### src/rtl/arb_pkg.sv
// Shared types and helpers for the four-way bus arbiter.
//   arb_state_t : arbiter FSM state (no owner / bus owned)
//   rr_result_t : picker result (found flag + winning index)
//   rr_next()   : round-robin search of req from prio, skipping excluded bits
//   onehot4()   : 2-bit index to 4-bit one-hot
package arb_pkg;

  localparam int unsigned N_REQ = 4;

  typedef enum logic {IDLE, OWNED} arb_state_t;

  typedef struct packed {
    logic       found;
    logic [1:0] idx;
  } rr_result_t;

  // Search order is prio, prio+1, ... mod 4. Walking from the lowest priority
  // offset up to offset 0 lets the last hit be the highest-priority one.
  function automatic rr_result_t rr_next(input logic [N_REQ-1:0] req,
                                         input logic [1:0]       prio,
                                         input logic [N_REQ-1:0] exclude);
    rr_result_t       res;
    logic [N_REQ-1:0] cand;
    logic [1:0]       idx;
    res.found = 1'b0;
    res.idx   = 2'd0;
    cand      = req & ~exclude;
    for (int i = N_REQ - 1; i >= 0; i--) begin
      idx = prio + 2'(i);
      if (cand[idx]) begin
        res.found = 1'b1;
        res.idx   = idx;
      end
    end
    return res;
  endfunction

  function automatic logic [N_REQ-1:0] onehot4(input logic [1:0] idx);
    return 4'b0001 << idx;
  endfunction

endpackage

### src/rtl/rr_pick4.sv
// Combinational 4-way round-robin picker with an exclude mask.
//   i_req     : request vector
//   i_prio    : index with highest priority
//   i_exclude : bits that may not win (e.g. the current owner)
//   o_found   : some eligible request exists
//   o_idx     : winning index (valid when o_found)
module rr_pick4
  import arb_pkg::*;
(
  input  logic [N_REQ-1:0] i_req,
  input  logic [1:0]       i_prio,
  input  logic [N_REQ-1:0] i_exclude,
  output logic             o_found,
  output logic [1:0]       o_idx
);

  rr_result_t w_res;

  assign w_res   = rr_next(i_req, i_prio, i_exclude);
  assign o_found = w_res.found;
  assign o_idx   = w_res.idx;

endmodule

### src/rtl/bus_arbiter4.sv
// Round-robin arbiter for the shared 8-bit operand/result bus. Drives the
// select line of the 4-to-1 byte mux on behalf of four requesters.
//   i_clk          : rising-edge clock
//   i_rst_n        : synchronous active-low reset
//   i_req          : per-requester request, bit i = requester i
//   o_grant        : registered one-hot owner, zero when idle
//   o_select       : encoded owner for the mux; holds last value when idle
//   o_bus_valid    : bus currently owned
//   o_hold_expired : one-cycle pulse when a forced rotation takes effect
// MAX_HOLD (2..255) bounds consecutive ownership while others wait.
module bus_arbiter4
  import arb_pkg::*;
#(
  parameter int unsigned MAX_HOLD = 8
) (
  input  logic             i_clk,
  input  logic             i_rst_n,
  input  logic [N_REQ-1:0] i_req,
  output logic [N_REQ-1:0] o_grant,
  output logic [1:0]       o_select,
  output logic             o_bus_valid,
  output logic             o_hold_expired
);

  localparam logic [7:0] HoldLast = 8'(MAX_HOLD - 1);

  arb_state_t       r_state;
  logic [1:0]       r_own;
  logic [1:0]       r_prio;
  logic [7:0]       r_cnt;
  logic [N_REQ-1:0] r_grant;
  logic [1:0]       r_select;
  logic             r_bus_valid;
  logic             r_hold_expired;

  logic [N_REQ-1:0] w_exclude;
  logic             w_found;
  logic [1:0]       w_idx;

  // The owner never competes against the others when re-arbitrating, so one
  // picker serves idle arbitration, release handover and forced rotation.
  assign w_exclude = (r_state == OWNED) ? onehot4(r_own) : '0;

  rr_pick4 u_pick (
    .i_req     (i_req),
    .i_prio    (r_prio),
    .i_exclude (w_exclude),
    .o_found   (w_found),
    .o_idx     (w_idx)
  );

  always_ff @(posedge i_clk) begin
    if (!i_rst_n) begin
      r_state        <= IDLE;
      r_own          <= 2'd0;
      r_prio         <= 2'd0;
      r_cnt          <= 8'd0;
      r_grant        <= '0;
      r_select       <= 2'd0;
      r_bus_valid    <= 1'b0;
      r_hold_expired <= 1'b0;
    end else begin
      r_hold_expired <= 1'b0;
      case (r_state)
        IDLE: begin
          if (w_found) begin
            r_state     <= OWNED;
            r_own       <= w_idx;
            r_cnt       <= 8'd0;
            r_prio      <= w_idx + 2'd1;
            r_grant     <= onehot4(w_idx);
            r_select    <= w_idx;
            r_bus_valid <= 1'b1;
          end
        end
        OWNED: begin
          if (i_req[r_own]) begin
            if (r_cnt == HoldLast) begin
              // At the limit: rotate only if someone else waits, else saturate.
              if (w_found) begin
                r_own          <= w_idx;
                r_cnt          <= 8'd0;
                r_prio         <= w_idx + 2'd1;
                r_grant        <= onehot4(w_idx);
                r_select       <= w_idx;
                r_hold_expired <= 1'b1;
              end
            end else begin
              r_cnt <= r_cnt + 8'd1;
            end
          end else if (w_found) begin
            // Release handover with no idle gap.
            r_own    <= w_idx;
            r_cnt    <= 8'd0;
            r_prio   <= w_idx + 2'd1;
            r_grant  <= onehot4(w_idx);
            r_select <= w_idx;
          end else begin
            r_state     <= IDLE;
            r_cnt       <= 8'd0;
            r_grant     <= '0;
            r_bus_valid <= 1'b0;
          end
        end
        default: r_state <= IDLE;
      endcase
    end
  end

  assign o_grant        = r_grant;
  assign o_select       = r_select;
  assign o_bus_valid    = r_bus_valid;
  assign o_hold_expired = r_hold_expired;

endmodule
### config.mk
export PLATFORM = sky130hd
export DESIGN_NAME = bus_arbiter4
export DESIGN_NICKNAME = d
export VERILOG_FILES = /design/src/rtl/arb_pkg.sv /design/src/rtl/rr_pick4.sv /design/src/rtl/bus_arbiter4.sv
export SDC_FILE = /design/constraint.sdc
export NUM_CORES = 1
export LEC_CHECK = 0
export ABC_AREA = 1
export CAP_MARGIN = 10
export CORE_UTILIZATION = 54
export DETAILED_ROUTE_END_ITERATION = 6
export GPL_TIMING_DRIVEN = 0
export PLACE_DENSITY = 0.77
export REMOVE_ABC_BUFFERS = 1
export SYNTH_ARGS = -nofsm -noshare
export SYNTH_HDL_FRONTEND = slang
export SYNTH_SLANG_ARGS = --single-unit
### constraint.sdc
create_clock -name i_clk -period 2.4 [get_ports i_clk]
set_input_delay 0.36 -clock i_clk [delete_from_list [all_inputs] [get_ports i_clk]]
set_output_delay 0.36 -clock i_clk [all_outputs]
set_load 0.005 [all_outputs]
Run 1, clock wires, drivers and flops:
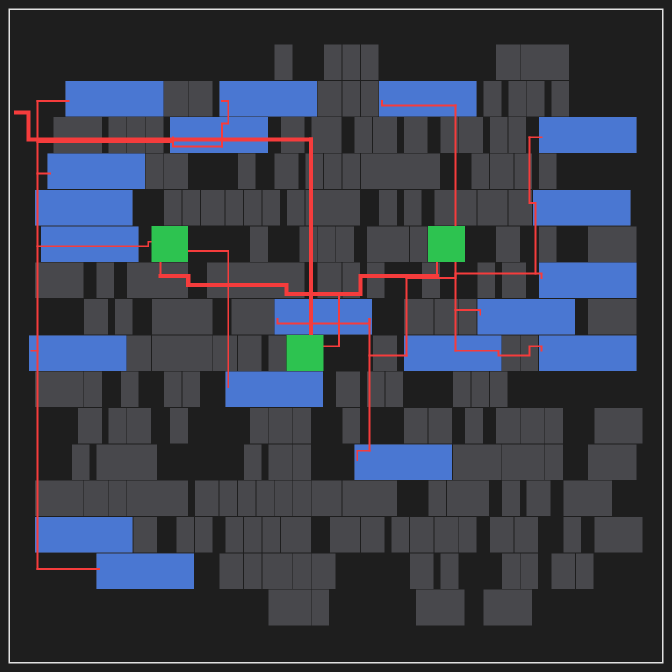
[cells driving clock nets] green | count: 3
[clock wires] red | length: 246 µm
[flip-flops] blue | count: 19
routed clock nets	4

Run 1, ports around the boundary:
Pins as bars across the die edge, other pins in grey.
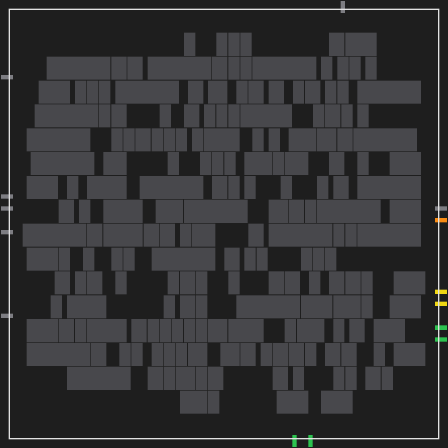
port	colour	pins	direction	edge
`o_select`	yellow	2	output	right
`i_req`	green	4	input	2 right, 2 bottom
`o_bus_valid`	orange	1	output	right
all pins by edge	6 right, 5 left, 2 bottom, 1 top

==> results.yml, run 1 <==
# yosys + openroad results
power:
  power_frac_clock: 0.115
  powerComb_mw: 0.774
  power_leader: "combinational logic"
  p_leak_nw: 0.607
  comb_power_share: 0.553
  pg_clk_mw: 0.162
  power_density_mw_per_mm2: 1030
  p_total_mw: 1.40
  pg_seq_mw: 0.464
  vdd_drop_max_mv: 0.714
  netSwitchingFraction: 0.460
clock_tree:
  cts_sinks: 19
  cts_tree: "yes"
  htreeDepth: 1
  cts_root_buf: "clkbuf_4"
  hold_buffers: 0
  post_cts_buffers: 0
  tritoncts.num_buffers: 3
  clk_pin_slew_ns: 0.11
yosys:
  synth_cell_types: 28
  synth_top_cell_by_area: "dfxtp_1"
  postSynthCellCount: 179
  topCellsByArea: "dfxtp_1, nand2_1, nor2_1, nand3_1, inv_1"
  ff_type: "dfxtp_1"
  ys_sh_xor: 0.0148
  numSynthFlops: 19
  top_area_frac: 0.322
  ys_sh_mux: 0
  ys_warn_count: 0
  async_flop_share: 0
  ys_area_mm2: 0.00118
  most_common_cell: "nand2_1"
  avgSynthCellArea_um2: 6.61
  syn-cell-area_mm2: 0.00118
  synthTopCellsByCount: "nand2_1, nor2_1, inv_1, dfxtp_1, nand3_1"
  seq_area_frac_synth: 0.322
  top_logic_kind: "simple AND/OR/NAND/NOR gates"
critical_path:
  critPathCaptureType: "flip-flop"
  cpPeakStageDelay_ns: 0.49
  cpLargestDelayFamily: "simple AND/OR/NAND/NOR gates"
  critPathRequiredTime_ns: 2.60
  path_buffers: 2
  crit_chain: "inv_1, nand3_1, nand3_1, nand2_1, nand2_1, nand3_1, nand4_1, nand3_1, inv_1, ha_1, o21ai_1, a21oi_1"
  cp_max_fo: 7
layout:
  fin_area_mm2: 0.00136
  fin_util: 0.679
  fillCellCount: 187
  layout.cells.most_common_list: "nand2_1, nor2_1, inv_1, nand3_1, dfxtp_1"
  final_layout_top_logic_cell: "nand2_1"
  drive_gt1_frac: 0.0928
  nNetsFinal: 206
  comb_area_share: 0.503
  regMostFlops: "r_cnt"
  seq-cell-share: 0.280
  clockNetworkAreaShare: 0.0193
  nNonClkBuffers: 13
  nClkBuffers: 4
  synthToLayoutAreaGrowth_pct: 15.0
  n_sequential_cell: 19
  largest_reg_flops: 8
  nMultiInputCombCells: 132
sta:
  finalClockPeriodUsage: 0.830
  hold_slack_ns: 0.466
  fmax_ghz: 0.502
  rsz0062_at_grt: "no"
  fin_worst_skew_ns: 0.00612
  period_minus_slack_ns: 1.99
  finalSetupTns_ns: 0
  setup_ws_ns: 0.408
  setup_viol: 0
drt:
  drc_errors: 0
  wire_per_inst_um: 11.2
  routed_wl_um: 2480
  vias_per_cell: 5.31
  ant_nets: 0
  drt_iter0_drc: 41
floorplanning:
  die_h_um: 48.8
  fp_util: 0.591
  core_area_mm2: 0.00200
  io_pins: 14
  chipArea_mm2: 0.00238
  tap_cells: 27
placed_design:
  dpl_cell_area_mm2: 0.00133
  portBuffers: 13
  detailed_place_hpwl_um: 1930
  gp_congestion: 0.869
  place_inst: 217
  place_ws_ns: 0.201
global_route:
  grt_max_degree: 11
  antenna_found_initial: 0
  track_usage: 0.234
  grt_pass1_wl_um: 4390
  grt_overflow_total: 0
  gr-usage-met1: 0.307
  grtUsageMet3: 0.0561
  grtUsageMet2: 0.391
  grt-busiest-layer: "met2"
hold_path:
  hold_path.class: "reg2reg"
flow_run:
  warnings: 28
  maxCapViolations: 0
outcome:
  outcome: "completed"
Run 1, sizing map:
Bar = 10 µm.
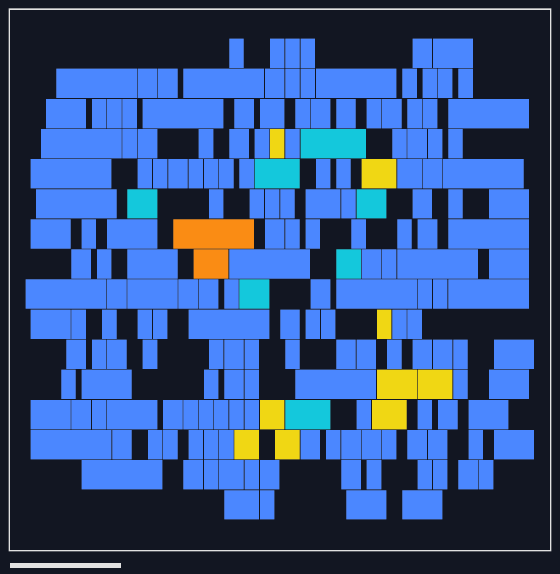
size	colour	cells
drive 2	yellow	9
drive 6 and up	orange	2
drive 3 to 4	cyan	7
drive 1 or less	blue	176

## run 1: path summary, 6_finish.rpt
check                            from                     end  slack (ns)  depth (start not counted)
max          o_select[1]$_SDFFE_PN0P_  r_prio[1]$_SDFFE_PN0P_        0.41                         12
min               r_cnt[7]$_SDFF_PN0_     r_cnt[7]$_SDFF_PN0_        0.47                          2
max reg2reg  o_select[1]$_SDFFE_PN0P_  r_prio[1]$_SDFFE_PN0P_        0.41                         12
min reg2reg       r_cnt[7]$_SDFF_PN0_     r_cnt[7]$_SDFF_PN0_        0.47                          2
## run 1: routing by layer
| metal | vias up | part of all wire |
|---|---|---|
| met2 | 32 | 0.47 |
| met5 | - | 0 |
| met4 | 0 | 0.0065 |
| li1 | 604 | - |
| met3 | 2 | 0.057 |
| met1 | 536 | 0.47 |
Run 1, cells coloured by class:
Bar = 10 µm.
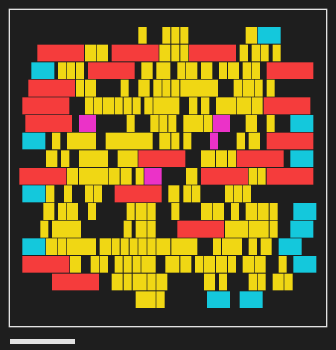

==> run 1 -> run 2 <==
--- a/config.mk
+++ b/config.mk
@@ -7,10 +7,10 @@
 export LEC_CHECK = 0
 export ABC_AREA = 1
 export CAP_MARGIN = 10
-export CORE_UTILIZATION = 54
+export CORE_UTILIZATION = 49
 export DETAILED_ROUTE_END_ITERATION = 6
 export GPL_TIMING_DRIVEN = 0
-export PLACE_DENSITY = 0.77
+export PLACE_DENSITY = 0.74
 export REMOVE_ABC_BUFFERS = 1
 export SYNTH_ARGS = -nofsm -noshare
 export SYNTH_HDL_FRONTEND = slang
==> constraint.sdc (replaced) <==
create_clock -name i_clk -period 1.8 [get_ports i_clk]
set_input_delay 0.27 -clock i_clk [delete_from_list [all_inputs] [get_ports i_clk]]
set_output_delay 0.27 -clock i_clk [all_outputs]
set_load 0.005 [all_outputs]
Run 2, cells coloured by class:
Bar = 20 µm.
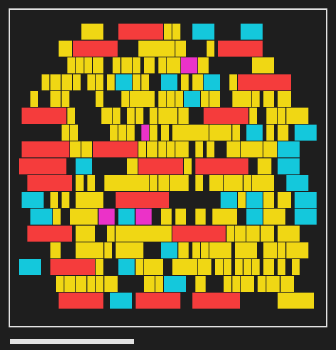
class	colour	cells	share of their area
other buffers and delay cells	cyan	25	14%
clock drivers and dummy loads	magenta	4	1.7%
all other logic	yellow	158	58%
flops	red	19	26%

==> results.yml, run 2 <==
# yosys + openroad results
power:
  power_density_mw_per_mm2: 1440
  netSwitchingFraction: 0.455
  pg_seq_mw: 0.645
  vdd_drop_max_mv: 1.46
  pg_clk_mw: 0.225
  power_frac_clock: 0.098
  comb_power_share: 0.620
  p_seq_frac: 0.281
  power_leader: "combinational logic"
  powerComb_mw: 1.42
  p_leak_nw: 0.688
  p_int_mw: 1.25
  p_sw_mw: 1.04
critical_path:
  worst_ep_arrival_time_ns: 1.90
  cp.depth: 14
  cp_max_fo: 7
  worst_setup_path_start_kind: "flip-flop"
  r2r-end: "o_grant[2]$_SDFFE_PN0N_"
  reg2reg_setup_slack_ns: 0.1
  crit_end: "o_grant[2]$_SDFFE_PN0N_"
  critPathCaptureType: "flip-flop"
  path_class: "reg2reg"
  r2r_cells: 14
  cpPeakStageDelay_ns: 0.42
  critPathRequiredTime_ns: 1.99
  cp_common_cell: "nand3_2"
  startpoint: "o_select[0]$_SDFFE_PN0P_"
  crit_chain: "inv_4, nand3_2, nand3_2, nand2_2, nand2_2, nand2_1, inv_1, nand2_1, nand3_2, nand2_4, inv_1, ha_1, nor2_1, nor3_1"
  r2r-start: "o_select[0]$_SDFFE_PN0P_"
  path_buffers: 3
  crit_path_top_delay_cell: "dfxtp_4"
  cpLargestDelayFamily: "simple AND/OR/NAND/NOR gates"
hold_path:
  min_to: "r_cnt[7]$_SDFF_PN0_"
  hold_path.class: "reg2reg"
  worstHoldStart: "r_cnt[7]$_SDFF_PN0_"
  hold_depth: 2
yosys:
  topCellsByArea: "dfxtp_1, nand2_1, nor2_1, nand3_1, inv_1"
  ff_type: "dfxtp_1"
  synthTopCellsByCount: "nand2_1, nor2_1, inv_1, dfxtp_1, nand3_1"
  synth_cell_types: 28
  most_common_cell: "nand2_1"
  top_logic_kind: "simple AND/OR/NAND/NOR gates"
  ys_sh_adder: 0.0529
  syn-cell-area_mm2: 0.00118
  seq_area_frac_synth: 0.322
  postSynthCellCount: 179
  simple_gate_share: 0.407
  ys_sh_mux: 0
  synth-edff-count: 0
  ys_area_mm2: 0.00118
  ys_warn_count: 0
  avgSynthCellArea_um2: 6.61
  numSynthFlops: 19
  yosys_cells: 179
  synth_top_cell_by_area: "dfxtp_1"
  ys_sh_xor: 0.0148
  top_area_frac: 0.322
  async_flop_share: 0
  aoi_share: 0.104
global_route:
  grt-busiest-layer: "met2"
  grtUsageMet3: 0.0268
  gr-usage-met1: 0.309
  grt_pass1_vias: 1092
  grt_overflow_total: 0
  antenna_found_initial: 0
  grt_pass1_wl_um: 4570
  grt_max_degree: 11
  track_usage: 0.231
  grtUsageMet2: 0.373
clock_tree:
  cts_root_buf: "clkbuf_4"
  tritoncts.num_buffers: 3
  cts_sinks: 19
  clk_pin_slew_ns: 0.11
  hold_buffers: 0
  cts_max_path_buffers: 2
  cts_tree: "yes"
  clk_latency_ns: 0.31
  htreeDepth: 1
sta:
  drv_slew: 0
  worst_pin_slew_ns: 0.374
  finalClockPeriodUsage: 0.946
  hold_slack_ns: 0.469
  hold_viol_final: 0
  rsz0062_at_grt: "yes"
  setup_viol: 0
  fin_worst_skew_ns: 0.0136
  period_minus_slack_ns: 1.70
  slew_headroom: 0.750
  setup_ws_ns: 0.0980
  fmax_ghz: 0.588
  finalSetupTns_ns: 0
layout:
  fin_util: 0.711
  antenna-diode-count: 0
  drive_gt1_frac: 0.306
  largest_reg_flops: 8
  nNetsFinal: 218
  final_layout_top_logic_cell: "nor2_1"
  fillCellCount: 187
  fin_area_mm2: 0.00159
  synthToLayoutAreaGrowth_pct: 34.3
  layout.cells.most_common_list: "nor2_1, nand2_1, inv_1, clkdlybuf4s50_1"
  regMostFlops: "r_cnt"
drt:
  routed_wl_um: 2840
  wire_per_inst_um: 12.1
  routed-wl-met3_um: 70
  via_count: 1220
  route.met2.wl_um: 1350
  highest_layer: "met4"
  drt_iter0_drc: 22
  first_pass_iters: 4
  drc_errors: 0
  ant_nets: 0
  vias_per_cell: 5.21
  wl_met1_um: 1370
floorplanning:
  core_area_mm2: 0.00223
  fp.dieW_um: 51.1
  io_pins: 14
  chipArea_mm2: 0.00261
  fp_util: 0.529
  fp-row-count: 17
  die_h_um: 51.1
outcome:
  outcome: "completed"
placed_design:
  gp_congestion: 0.856
  detailed_place_hpwl_um: 1830
  place_ws_ns: -0.310
  dpl_cell_area_mm2: 0.00134
  portBuffers: 13
flow_run:
  maxCapViolations: 0
  warnings: 29
run 2: layout make-up:
class / instances / area, µm² / share of cell area
clock buffers: 4 / 26.3 / 0.0165
inverters: 26 / 108 / 0.0678
multi-input cells: 132 / 800 / 0.504
flip-flops and latches: 19 / 399 / 0.251
well taps: 28 / 35.0 / 0.0221
repair buffers: 25 / 220 / 0.139
run 2: timing repair:
action,CTS,global route
endpoints found under the setup margin,5,14
pin swaps,0,10
buffers inserted,0,12
resized,9,33
run 2: through the flow:
stage	instances	total power, mW
2_1_floorplan	177	1.37
3_3_place_gp	218	1.62
3_5_place_dp	218	1.65
4_1_cts	222	1.91
5_1_grt	234	2.48
6_report	234	2.29
Power is estimated from default activity; no workload was simulated.
